===== src/rtl/aes_pkg.sv =====
`default_nettype none
// +----------------------------------------------------------------------------+
// | Module      : aes_pkg                                                      |
// | Description : Shared state encoding and sizing constants for the AES round |
// |               sequencer and its helpers.                                   |
// | Revision    : 1.0 - initial release                                        |
// +----------------------------------------------------------------------------+
package aes_pkg;

    localparam int BLK_W    = 128;
    localparam int NR_128   = 10;
    localparam int NR_192   = 12;
    localparam int NR_256   = 14;
    localparam int RK_IDX_W = 4;

    typedef enum logic [2:0] {
        S_IDLE = 3'd0,
        S_ARK0 = 3'd1,
        S_SUB  = 3'd2,
        S_MIX  = 3'd3,
        S_ARK  = 3'd4,
        S_LSUB = 3'd5,
        S_LARK = 3'd6,
        S_DONE = 3'd7
    } aes_state_e;

    // Every state except IDLE and DONE waits on an engine done.
    function automatic logic is_wait_state(input aes_state_e s);
        return (s != S_IDLE) && (s != S_DONE);
    endfunction

endpackage
`default_nettype wire


===== src/rtl/aes_stage_watchdog.sv =====
`default_nettype none
// +----------------------------------------------------------------------------+
// | Module      : aes_stage_watchdog                                           |
// | Description : Per-stage cycle counter; expire_o flags the last permitted   |
// |               cycle of a wait stage. TIMEOUT of 0 disables it.             |
// | Revision    : 1.0 - initial release                                        |
// +----------------------------------------------------------------------------+
module aes_stage_watchdog #(
    parameter int TIMEOUT = 1024
) (
    input  logic clk,
    input  logic rst,
    input  logic clr_i,
    input  logic en_i,
    output logic expire_o
);

    generate
        if (TIMEOUT == 0) begin : g_wd_off
            assign expire_o = 1'b0;
        end else begin : g_wd_on
            localparam int CW = (TIMEOUT > 1) ? $clog2(TIMEOUT) : 1;

            logic [CW-1:0] cnt_q;
            logic [CW-1:0] cnt_d;

            always_comb begin
                cnt_d = cnt_q;
                if (clr_i) begin
                    cnt_d = '0;
                end else if (en_i) begin
                    cnt_d = cnt_q + 1'b1;
                end
            end

            always_ff @(posedge clk) begin
                if (rst) begin
                    cnt_q <= '0;
                end else begin
                    cnt_q <= cnt_d;
                end
            end

            // Fires when this cycle would bring the count up to TIMEOUT.
            assign expire_o = en_i && (cnt_q == CW'(TIMEOUT - 1));
        end
    endgenerate

endmodule
`default_nettype wire


===== src/rtl/aes_round_seq.sv =====
`default_nettype none
// +----------------------------------------------------------------------------+
// | Module      : aes_round_seq                                                |
// | Description : AES round sequencer driving the AddRoundKey, SubShift and    |
// |               MixColumns engines via enable/done handshakes.               |
// | Revision    : 1.0 - initial release                                        |
// +----------------------------------------------------------------------------+
module aes_round_seq #(
    parameter int NR      = aes_pkg::NR_128,
    parameter int TIMEOUT = 1024,
    parameter int BLK_W   = aes_pkg::BLK_W
) (
    input  logic                         clk,
    input  logic                         rst,
    input  logic                         start,
    input  logic [BLK_W-1:0]             pt_in,
    output logic                         busy,
    output logic [BLK_W-1:0]             ct_out,
    output logic                         ct_valid,
    output logic                         error,
    output logic [aes_pkg::RK_IDX_W-1:0] rk_idx,
    output logic                         add_en,
    output logic                         add_sel,
    output logic [BLK_W-1:0]             add_b,
    input  logic                         add_done,
    input  logic [BLK_W-1:0]             add_out,
    output logic                         ss_en,
    input  logic                         ss_done,
    output logic                         mc_en,
    input  logic                         mc_done,
    input  logic [BLK_W-1:0]             mc_out
);
    import aes_pkg::*;

    generate
        if (!(NR == NR_128 || NR == NR_192 || NR == NR_256)) begin : g_bad_nr
            $error("aes_round_seq: NR must be 10, 12 or 14");
        end
        if (BLK_W != 128) begin : g_bad_blk
            $error("aes_round_seq: BLK_W must be 128");
        end
    endgenerate

    localparam logic [RK_IDX_W-1:0] NR_IDX = RK_IDX_W'(NR);

    aes_state_e          state_q, state_d;
    logic [RK_IDX_W-1:0] r_q, r_d;
    logic [BLK_W-1:0]    add_b_q, add_b_d;
    logic [BLK_W-1:0]    ct_q, ct_d;
    logic                error_q, error_d;
    logic                wd_expire;

    always_ff @(posedge clk) begin
        if (rst) begin
            state_q <= S_IDLE;
            r_q     <= '0;
            add_b_q <= '0;
            ct_q    <= '0;
            error_q <= 1'b0;
        end else begin
            state_q <= state_d;
            r_q     <= r_d;
            add_b_q <= add_b_d;
            ct_q    <= ct_d;
            error_q <= error_d;
        end
    end

    always_comb begin
        state_d = state_q;
        r_d     = r_q;
        add_b_d = add_b_q;
        ct_d    = ct_q;
        error_d = 1'b0;

        case (state_q)
            S_IDLE: if (start) begin
                add_b_d = pt_in;
                r_d     = '0;
                state_d = S_ARK0;
            end
            S_ARK0: if (add_done) begin
                r_d     = RK_IDX_W'(1);
                state_d = (NR_IDX == RK_IDX_W'(1)) ? S_LSUB : S_SUB;
            end
            S_SUB: if (ss_done) begin
                state_d = S_MIX;
            end
            S_MIX: if (mc_done) begin
                add_b_d = mc_out;
                state_d = S_ARK;
            end
            S_ARK: if (add_done) begin
                r_d     = r_q + 1'b1;
                state_d = (r_d == NR_IDX) ? S_LSUB : S_SUB;
            end
            S_LSUB: if (ss_done) begin
                state_d = S_LARK;
            end
            S_LARK: if (add_done) begin
                ct_d    = add_out;
                state_d = S_DONE;
            end
            S_DONE: state_d = S_IDLE;
            default: state_d = S_IDLE;
        endcase

        // A done on the final permitted cycle still wins over the watchdog.
        if (wd_expire && (state_d == state_q)) begin
            state_d = S_IDLE;
            error_d = 1'b1;
        end
    end

    aes_stage_watchdog #(
        .TIMEOUT (TIMEOUT)
    ) u_wd (
        .clk      (clk),
        .rst      (rst),
        .clr_i    (state_d != state_q),
        .en_i     (is_wait_state(state_q)),
        .expire_o (wd_expire)
    );

    always_comb begin
        rk_idx = '0;
        case (state_q)
            S_ARK0, S_ARK: rk_idx = r_q;
            S_LARK:        rk_idx = NR_IDX;
            default:       rk_idx = '0;
        endcase
    end

    assign busy     = (state_q != S_IDLE);
    assign ct_valid = (state_q == S_DONE);
    assign error    = error_q;
    assign ct_out   = ct_q;
    assign add_b    = add_b_q;
    assign add_en   = (state_q == S_ARK0) || (state_q == S_ARK) || (state_q == S_LARK);
    assign add_sel  = (state_q == S_LARK);
    assign ss_en    = (state_q == S_SUB) || (state_q == S_LSUB);
    assign mc_en    = (state_q == S_MIX);

endmodule
`default_nettype wire


===== config.mk =====
export PLATFORM = sky130hd
export DESIGN_NAME = aes_round_seq
export DESIGN_NICKNAME = d
export VERILOG_FILES = /design/src/rtl/aes_pkg.sv /design/src/rtl/aes_stage_watchdog.sv /design/src/rtl/aes_round_seq.sv
export SDC_FILE = /design/constraint.sdc
export NUM_CORES = 1
export LEC_CHECK = 0
export ABC_AREA = 0
export CAP_MARGIN = 20
export CORE_AREA = 2 2 258 260
export CTS_BUF_LIST = sky130_fd_sc_hd__clkbuf_8
export DETAILED_ROUTE_END_ITERATION = 6
export DIE_AREA = 0 0 260 262
export PLACE_DENSITY_LB_ADDON = 0.25
export SYNTH_ARGS = -nofsm -noshare
export SYNTH_HDL_FRONTEND = slang
export SYNTH_HIERARCHICAL = 1
export SYNTH_SLANG_ARGS = --single-unit
export TNS_END_PERCENT = 50

===== constraint.sdc =====
create_clock -name clk -period 4 [get_ports clk]
set_clock_uncertainty 0.05 [all_clocks]
set_input_delay 1 -clock clk [delete_from_list [all_inputs] [get_ports clk]]
set_output_delay 1 -clock clk [all_outputs]
set_load 0.05 [all_outputs]

==> images/pinout.png <==
(1 px per um) Pins as bars across the die edge, other pins in grey.
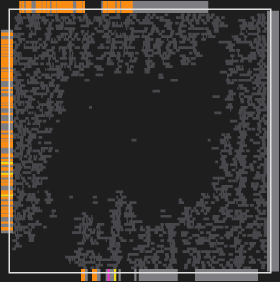
- orange: add_out (pins 128; direction input; edge 66 left, 55 top, 7 bottom)
- yellow: rk_idx (pins 4; direction output; edge 3 left, 1 bottom)
- magenta: ss_en (pins 1; direction output; edge bottom)

==> reports/results.env <==
CRITICAL_PATH_ARRIVAL_PS=2720
HOLDWS_PS=401
CRITICAL_PATH.MAX_FANOUT=15
CLOCK_POWER_SHARE_PCT=34.4
WORSTREGTOREGCELLS=10
MAX_STAGE_DELAY_PS=800
DRT_ITER0_DRC=313
CRIT_PATH_CELL_TRACE='nand2b_1, o21ai_0, buf_4, clkdlybuf4s50_1'
PATH_CLK_SLEW_PS=60
TOTAL_LEAKAGE_POWER_nW=6.85
POST_PLACE_SETUP_SLACK_PS=662
SYNTH_AREA_LEADER_CELL='dfxtp_1'
DRT_DRC_VIOLATIONS_LEFT=0
USE_MET1_PCT=14.4
DIE-HEIGHT_UM=262
AVGVIACOUNTPERCELL=4.08
GRT.BUSIEST_LAYER='met2'
YS_AREA_SQ_UM=12000
POWER_SPENT_CHARGING_AND_DISCHARGING_NETS_mW=2.91
MAXIMUM_NUMBER_OF_PINS_ON_ONE_NET_BEFORE_GLOBAL_ROUTE_REPAIR=109
DESIGN_POWER_TOTAL_mW=8.58
GRT_ANTENNA_BEFORE_REPAIR=7
TIMING.CRITICAL_PATH.DEPTH=4
FP-ROW-COUNT=94
PORT-BUFFER-COUNT=656
GLOBALROUTEOVERFLOWTOTAL=0
ROUTED_WIRELENGTH_UM=48900
FINAL_NETS=2310
POSTCTSSETUPBUFFERS=0
NUMBER_OF_PLACED_I_O_PINS=657
DRIVE_ABOVE_1_SHARE_PCT=12.8
ROUTED_WIRE_LENGTH_PER_INSTANCE_UM=17.3
FINAL_COMMON_CELL='clkdlybuf4s50_1'
FINAL_CRITICAL_PATH_SETUP_SLACK_PS=232
POSTPLACECELLAREA_SQ_UM=19300
ASYNC_RESET_FF_SHARE_PCT=0
FINAL_MIN_PERIOD_OVER_CLOCK_PERIOD_PCT=94.2
ROOT_BUFFER='clkbuf_8'
YS_TOP_CELLS_BY_AREA='dfxtp_1, a211oi_2, mux2i_1'
EDF_COUNT=0
HTREEDEPTH=2
ENDPOINT_OF_THE_MOST_CRITICAL_REGISTER_TO_REGISTER_PATH='u_wd/g_wd_on.cnt_q[5]$_SDFFE_PP0P_'
FIRST_GLOBAL_VIAS=11607
WORST_HOLD_STARTPOINT='ct_out[11]$_SDFFE_PP0P_'
WORST_HOLD_PATH_TYPE='reg2reg'
MAX_CAP_VIOLS=0
SYNTH_NETS=1670
NUMPLACEDINSTANCES=2725
FINALCRITICALPERIOD_PS=3770
FLOW.AREA_GROWTH_FROM_SYNTHESIS_PCT=70.2
POWER.SHARE.COMBINATIONAL_PCT=29.8
TIMING.MAX_SLEW.REL_SLACK_PCT=40.1
NUMBER_OF_VIAS_IN_THE_ROUTED_LAYOUT=11532
POSTCTSRESIZEDCELLS=1
WORST_HOLD_PATH.NUM_CELLS=2
CRITPATHBUFINV=2
CELL_COUNT_AFTER_SYNTHESIS=1277
AREA_SHARE_OF_THE_LARGEST_CELL_TYPE_AFTER_SYNTHESIS_PCT=45.6
CTS_NUM_SINKS=274
RUN_STATUS='completed'
SETUP_VIOL_COUNT_FINAL=0
SLOWEST_STAGE='clkdlybuf4s50_1'
CTS_BUFFERS=54
==> images/clock_nets.png <==
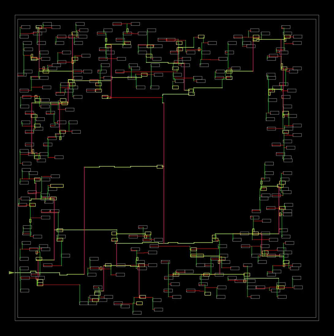
Clock Power: 2.95 mW
clock latency on the worst-skew pair: 610 ps

## synth_stat cells (all sizes together) (3+ instances only)
cell	count
nor2	144
clkbuf	32
inv	5
nand2	268
dfxtp	274
xor2	3
and2	4
o21ai	12
o31ai	3
a311oi	3
buf	77
or4	4
mux2i	131
a211oi	128
nand4	4
nor2b	4
ha	3
a21oi	141
nand2b	7
## flip-flops by register name, indices dropped and copies added (netlist names)
signal,count
r_q,4
add_b,128
error,1
state_q,3
u_wd/g_wd_on.cnt_q,10
ct_out,128
## power groups by stage
stage,registers (mW),logic (mW),clock network (mW)
finish,3.07,2.56,2.95
global route,3.09,2.71,3.22
CTS,3.07,2.59,3.10
detailed placement,3.13,2.59,0
global placement,3.12,2.56,0
floorplan,3.80,0.901,0
## worst register-to-register path: stages, from the launching register on
cell and delay [ps]:
dfxtp_1 450, buf_4 270, nor3_1 100, nor2_1 400, nand4_2 320, nor4_1 570, o21ai_0 210, nor2b_1 180
a31oi_1 220, or2_2 270, a21oi_1 80
## final cells by class
cell class | instances | area (sq um) | area share [%]
clock inverter | 30 | 189 | 0.922
antenna | 3 | 7.51 | 0.0367
inverter | 5 | 18.8 | 0.0916
timing repair buffer | 693 | 7010 | 34.2
tap | 864 | 1080 | 5.28
sequential | 274 | 5490 | 26.8
multi-input combinational | 889 | 5740 | 28.0
clock buffer | 69 | 950 | 4.64
## cells by family after synthesis
logic type | count (synthesis) | share of synthesized area [%]
AOI/OAI and AO/OA | 301 | 20.8
xor gates and xnor gates | 4 | 0.291
adders and majority gates | 3 | 0.312
buffers and inverters | 114 | 6.91
DFF | 274 | 45.6
muxes | 133 | 11.1
and+or+nand+nor | 448 | 15.0
## routing by layer
layer  wire length, um  part of all wire [%]
met5                27                 0.055
met2             23900                    49
met3              5170                    11
met4              1540                   3.1
met1             18300                    37
Power figures rest on the tool's default switching activity, not on a simulated workload.
